$ cat src/rtl/operand_fwd_mux_pkg.sv
// Shared definitions for the operand-forwarding selector.
//   SEL_RF     : select code meaning "register file, nothing forwarded"
//   sel_width  : width of the select code for a given producer count
//   idx_width  : width of a producer index for a given producer count
//   fwd_sel_t  : select-code type for the default three-producer build
package fwd_pkg;

   localparam int SEL_RF      = 0;
   localparam int DEF_NUM_SRC = 3;

   function automatic int sel_width(input int num_src);
      return $clog2(num_src + 1);
   endfunction

   function automatic int idx_width(input int num_src);
      return (num_src > 1) ? $clog2(num_src) : 1;
   endfunction

   typedef logic [sel_width(DEF_NUM_SRC)-1:0] fwd_sel_t;

endpackage

$ cat src/rtl/operand_fwd_mux_if.sv
// Bus bundle between the ID stage and one operand_fwd_mux instance.
//   master : ID-stage side, drives operand request and producer state
//   slave  : operand_fwd_mux side, returns hazard and registered operand
interface operand_fwd_mux_if
   import fwd_pkg::*;
#(
   parameter int WIDTH   = 32,
   parameter int NUM_SRC = 3,
   parameter int ADDR_W  = 5,
   parameter int SEL_W   = sel_width(NUM_SRC)
);
   logic [ADDR_W-1:0]         rs_addr;
   logic [WIDTH-1:0]          rf_data;
   logic                      in_valid;
   logic [NUM_SRC-1:0]        src_valid;
   logic [NUM_SRC-1:0]        src_ready;
   logic [NUM_SRC*ADDR_W-1:0] src_rd;
   logic [NUM_SRC*WIDTH-1:0]  src_data;
   logic                      stall;
   logic                      flush;
   logic                      hazard;
   logic                      out_valid;
   logic [WIDTH-1:0]          out_data;
   logic [SEL_W-1:0]          out_sel;

   modport master (
      output rs_addr, rf_data, in_valid, src_valid, src_ready, src_rd, src_data,
             stall, flush,
      input  hazard, out_valid, out_data, out_sel
   );

   modport slave (
      input  rs_addr, rf_data, in_valid, src_valid, src_ready, src_rd, src_data,
             stall, flush,
      output hazard, out_valid, out_data, out_sel
   );
endinterface

$ cat src/rtl/operand_fwd_mux_prio_enc.sv
// Priority encoder over the producer match vector.
//   match     : one bit per producer, index 0 = youngest
//   any_match : at least one producer matches
//   win_idx   : lowest matching index (0 when nothing matches)
module fwd_prio_enc
   import fwd_pkg::*;
#(
   parameter int NUM_SRC = 3,
   parameter int IDX_W   = idx_width(NUM_SRC)
) (
   input  logic [NUM_SRC-1:0] match,
   output logic               any_match,
   output logic [IDX_W-1:0]   win_idx
);

   // Scan oldest to youngest so the youngest match overwrites last.
   always_comb begin
      any_match = |match;
      win_idx   = '0;
      for (int i = NUM_SRC - 1; i >= 0; i--) begin
         if (match[i]) win_idx = IDX_W'(i);
      end
   end

endmodule

$ cat src/rtl/operand_fwd_mux.sv
// Registered operand-forwarding selector, one instance per source operand at
// the ID/EX boundary. Picks the youngest in-flight producer writing rs_addr,
// otherwise register-file data, flags a load-use hazard when that producer's
// result is not ready, and registers the operand under stall/flush control.
//   clk, rst_n : clock, asynchronous active-low reset
//   bus        : operand_fwd_mux_if.slave (request, producers, stall/flush,
//                hazard, out_valid/out_data/out_sel)
//   fwd_count  : saturating forwarded-operand count, only when
//                OPERAND_FWD_STATS_EN is defined
module operand_fwd_mux
   import fwd_pkg::*;
#(
   parameter  int WIDTH   = 32,
   parameter  int NUM_SRC = 3,
   parameter  int ADDR_W  = 5,
   localparam int SEL_W   = sel_width(NUM_SRC),
   localparam int IDX_W   = idx_width(NUM_SRC)
) (
   input  logic              clk,
   input  logic              rst_n,
   operand_fwd_mux_if.slave  bus
`ifdef OPERAND_FWD_STATS_EN
   ,
   output logic [15:0]       fwd_count
`endif
);

   logic [NUM_SRC-1:0] match;
   logic               any_match;
   logic [IDX_W-1:0]   win_idx;
   logic [WIDTH-1:0]   sel_data;
   logic [SEL_W-1:0]   sel_code;
   logic               win_ready;
   logic               hazard;
   logic               load;

   logic               out_valid_q;
   logic [WIDTH-1:0]   out_data_q;
   logic [SEL_W-1:0]   out_sel_q;

   // x0 is hardwired zero: never forward it, whatever a producer claims.
   always_comb begin
      match = '0;
      for (int i = 0; i < NUM_SRC; i++) begin
         match[i] = bus.src_valid[i]
                  && (bus.src_rd[i*ADDR_W +: ADDR_W] == bus.rs_addr)
                  && (bus.rs_addr != '0);
      end
   end

   fwd_prio_enc #(
      .NUM_SRC (NUM_SRC),
      .IDX_W   (IDX_W)
   ) u_prio_enc (
      .match     (match),
      .any_match (any_match),
      .win_idx   (win_idx)
   );

   always_comb begin
      sel_data  = bus.rf_data;
      sel_code  = SEL_W'(SEL_RF);
      win_ready = 1'b1;
      for (int i = 0; i < NUM_SRC; i++) begin
         if (any_match && (win_idx == IDX_W'(i))) begin
            sel_data  = bus.src_data[i*WIDTH +: WIDTH];
            sel_code  = SEL_W'(i + 1);
            win_ready = bus.src_ready[i];
         end
      end
   end

   // Only the winner's readiness matters; an older ready copy is stale.
   assign hazard     = bus.in_valid && any_match && !win_ready;
   assign bus.hazard = hazard;
   assign load       = !bus.flush && !bus.stall && !hazard;

   always_ff @(posedge clk or negedge rst_n) begin
      if (!rst_n) begin
         out_valid_q <= 1'b0;
         out_data_q  <= '0;
         out_sel_q   <= '0;
      end else if (bus.flush) begin
         out_valid_q <= 1'b0;
      end else if (bus.stall) begin
         out_valid_q <= out_valid_q;
      end else if (hazard) begin
         out_valid_q <= 1'b0;
         out_sel_q   <= SEL_W'(SEL_RF);
      end else begin
         out_valid_q <= bus.in_valid;
         out_data_q  <= sel_data;
         out_sel_q   <= sel_code;
      end
   end

   assign bus.out_valid = out_valid_q;
   assign bus.out_data  = out_data_q;
   assign bus.out_sel   = out_sel_q;

`ifdef OPERAND_FWD_STATS_EN
   always_ff @(posedge clk or negedge rst_n) begin
      if (!rst_n) begin
         fwd_count <= '0;
      end else if (load && bus.in_valid && (sel_code != SEL_W'(SEL_RF))
                   && (fwd_count != 16'hFFFF)) begin
         fwd_count <= fwd_count + 16'd1;
      end
   end
`endif

endmodule
$ cat src/flat_wrapper.sv
// flat-port wrapper written by rule: the top's interface ports become plain ports
module operand_fwd_mux_flat import fwd_pkg::*;
#(
   parameter  int WIDTH   = 32,
   parameter  int NUM_SRC = 3,
   parameter  int ADDR_W  = 5,
   localparam int SEL_W   = sel_width(NUM_SRC),
   localparam int IDX_W   = idx_width(NUM_SRC)
)
  (clk, rst_n, bus_rs_addr, bus_rf_data, bus_in_valid, bus_src_valid, bus_src_ready, bus_src_rd, bus_src_data, bus_stall, bus_flush, bus_hazard, bus_out_valid, bus_out_data, bus_out_sel);
  operand_fwd_mux_if #(.WIDTH(WIDTH), .NUM_SRC(NUM_SRC), .ADDR_W(ADDR_W)) bus_i ();
  input  logic clk;
  input  logic rst_n;
  input wire logic [$bits(bus_i.rs_addr)-1:0] bus_rs_addr;
  input wire logic [$bits(bus_i.rf_data)-1:0] bus_rf_data;
  input wire logic [$bits(bus_i.in_valid)-1:0] bus_in_valid;
  input wire logic [$bits(bus_i.src_valid)-1:0] bus_src_valid;
  input wire logic [$bits(bus_i.src_ready)-1:0] bus_src_ready;
  input wire logic [$bits(bus_i.src_rd)-1:0] bus_src_rd;
  input wire logic [$bits(bus_i.src_data)-1:0] bus_src_data;
  input wire logic [$bits(bus_i.stall)-1:0] bus_stall;
  input wire logic [$bits(bus_i.flush)-1:0] bus_flush;
  output wire logic [$bits(bus_i.hazard)-1:0] bus_hazard;
  output wire logic [$bits(bus_i.out_valid)-1:0] bus_out_valid;
  output wire logic [$bits(bus_i.out_data)-1:0] bus_out_data;
  output wire logic [$bits(bus_i.out_sel)-1:0] bus_out_sel;
  assign bus_i.rs_addr = bus_rs_addr;
  assign bus_i.rf_data = bus_rf_data;
  assign bus_i.in_valid = bus_in_valid;
  assign bus_i.src_valid = bus_src_valid;
  assign bus_i.src_ready = bus_src_ready;
  assign bus_i.src_rd = bus_src_rd;
  assign bus_i.src_data = bus_src_data;
  assign bus_i.stall = bus_stall;
  assign bus_i.flush = bus_flush;
  assign bus_hazard = bus_i.hazard;
  assign bus_out_valid = bus_i.out_valid;
  assign bus_out_data = bus_i.out_data;
  assign bus_out_sel = bus_i.out_sel;
  operand_fwd_mux #(.WIDTH(WIDTH), .NUM_SRC(NUM_SRC), .ADDR_W(ADDR_W)) u_core (.clk(clk), .rst_n(rst_n), .bus(bus_i));
endmodule
$ cat config.mk
export PLATFORM = sky130hd
export DESIGN_NAME = operand_fwd_mux_flat
export DESIGN_NICKNAME = d
export VERILOG_FILES = /design/src/rtl/operand_fwd_mux_pkg.sv /design/src/rtl/operand_fwd_mux_if.sv /design/src/rtl/operand_fwd_mux_prio_enc.sv /design/src/rtl/operand_fwd_mux.sv /design/src/flat_wrapper.sv
export SDC_FILE = /design/constraint.sdc
export NUM_CORES = 1
export LEC_CHECK = 0
export CORE_AREA = 5 5 95 97
export DETAILED_ROUTE_END_ITERATION = 10
export DIE_AREA = 0 0 100 102
export GPL_TIMING_DRIVEN = 0
export PLACE_DENSITY = 0.82
export SYNTH_ARGS = -nofsm -noshare
export SYNTH_HDL_FRONTEND = slang
export SYNTH_SLANG_ARGS = --single-unit
$ cat constraint.sdc
create_clock -name clk -period 2.3 [get_ports clk]
set_input_delay 0.23 -clock clk [delete_from_list [all_inputs] [get_ports clk]]
set_output_delay 0.23 -clock clk [all_outputs]
set_load 0.01 [all_outputs]
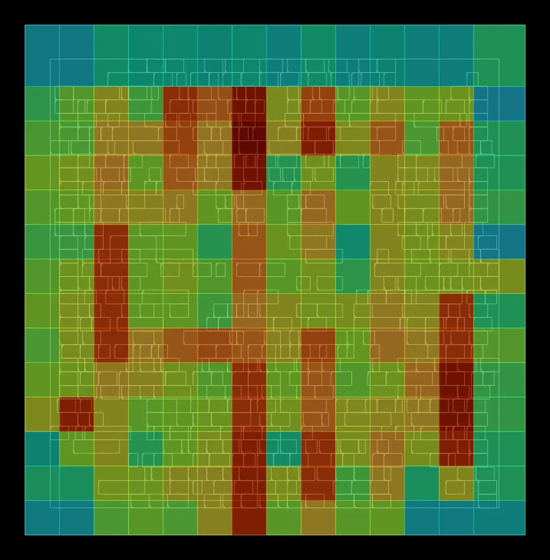
**Above:** routing congestion map.
M2 GR Usage: 40.6%
gr usage total: 22.4%
M1 GR Usage: 25.8%

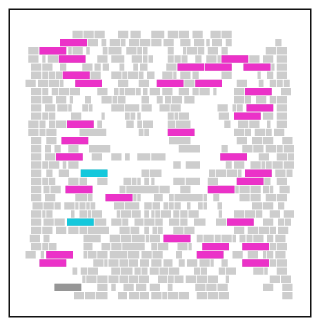
**Above:** sequential cells grouped by signal name.
Scale: 3 px per um. Other sequential cells in the stronger grey, the rest of the logic in the fainter grey.
Cyan is u_core.bus.out_sel, flops 2. Magenta is u_core.bus.out_data, flops 32, where spread over the die.
Seq/total area: 17.0%
Finished Core Util: 63.8%
flip-flop and latch power: 0.791 mW
Seq. cell area: 876 um^2

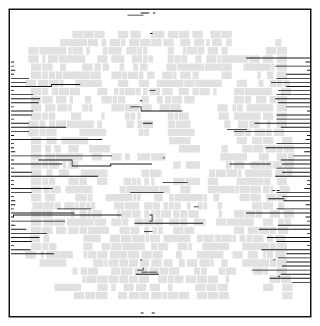
**Above:** met3 routing.
Scale: 3 px per um. Cells faint in the background.
123 nets have wire on it. The layer holds 9.1% of the routed length.
total number of vias: 3277
Final Routed Wirelength: 11.6 mm

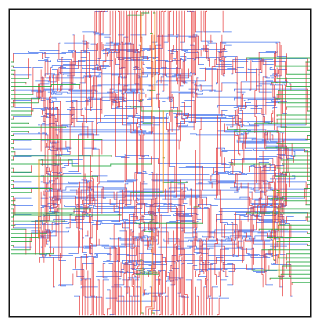
**Above:** routed metal, one colour a layer.
Scale: 3 px per um.
Orange is metal 4, wire length 235 um. Green is metal 3, wire length 1060 um. Blue is metal 1, wire length 4410 um. Red is metal 2, wire length 5890 um.
drt wl/cell: 18.4 um

==> report_power, final <==
part           internal, mW  switching (mW)
Combinational         0.590           0.352
Sequential            0.727          0.0645
Clock                 0.351           0.245
==> cells in the final DEF, fill, tap and decap left out, types with 7 or more instances in the layout <==
master           synthesis  routed
buf_4                    1       7
buf_2                    7      10
xnor2_1                 15      14
dfrtp_1                 35      35
inv_1                   34      34
o22ai_1                 32      32
clkdlybuf4s50_1          0     187
o311a_1                 20      20
and2_1                  32      31
mux2i_1                 31      31
clkbuf_1                17       9
nor3_1                  25      24
or3_1                   22      21
==> sequential cells by signal (all words and copies together), names as in the netlist <==
| name | cells |
|---|---|
| u_core.bus.out_sel | 2 |
| u_core.bus.out_data | 32 |
| u_core.bus.out_valid | 1 |
==> through the flow <==
step / setup TNS [ps] / hold slack, ps / util, % / worst slack [ps]
finish: 0 / 24.3 / 63.8 / 77.0
global route: 0 / 98.8 / 63.8 / 2.54
CTS: -23.8 / 59.6 / 62.7 / -23.8
detailed placement: -24040 / 380 / 59.8 / -929
global placement: -22890 / 463 / 59.8 / -897
floorplan: 0 / -65.6 / - / 288
==> layout make-up <==
| class | count | share of cell area (%) |
|---|---|---|
| plain buffers | 28 | 3.56 |
| clock buffers | 6 | 1.61 |
| clock inverters | 2 | 0.682 |
| inverters | 34 | 2.48 |
| multi-input cells | 217 | 32.8 |
| flip-flops and latches | 35 | 17.0 |
| well taps | 105 | 2.56 |
| repair buffers | 202 | 39.3 |
==> layer usage <==
metal	vias up	track usage (%)
met1	1551	25.8
li1	1560	-
met5	-	0
met3	20	7.24
met2	146	40.6
met4	0	5.49
==> worst max-delay path: cells and delay by family <==
kind / cells / cell delay, ps
compound gates: 2 / 580
buf+inv: 2 / 340
simple gates: 3 / 830
==> results.json <==
{
  "reg2reg_slack_ps": 1550,
  "crit_type": "in -> out",
  "ys.flop_type": "dfrtp_1",
  "grt_overflow": 0,
  "yosysUniqueCellTypes": 31,
  "fin_nets": 682,
  "power.leakage_nw": 2.06,
  "routabilityCongestion": 0.874,
  "yosysTopAreaCell": "dfrtp_1",
  "crit_end": "bus_hazard",
  "htree_levels": 2,
  "ys_seq_elements": 35,
  "cts_sinks": 35,
  "hold_path.class": "in -> async",
  "antenna_found_initial": 0,
  "ff2ff_path_depth": 1,
  "powerDensity_nw_per_um2": 453,
  "run_status": "finished clean",
  "ant_nets": 0,
  "fp.dieW_um": 100
}
No activity file was given, so power comes from the tool's default toggle rates.
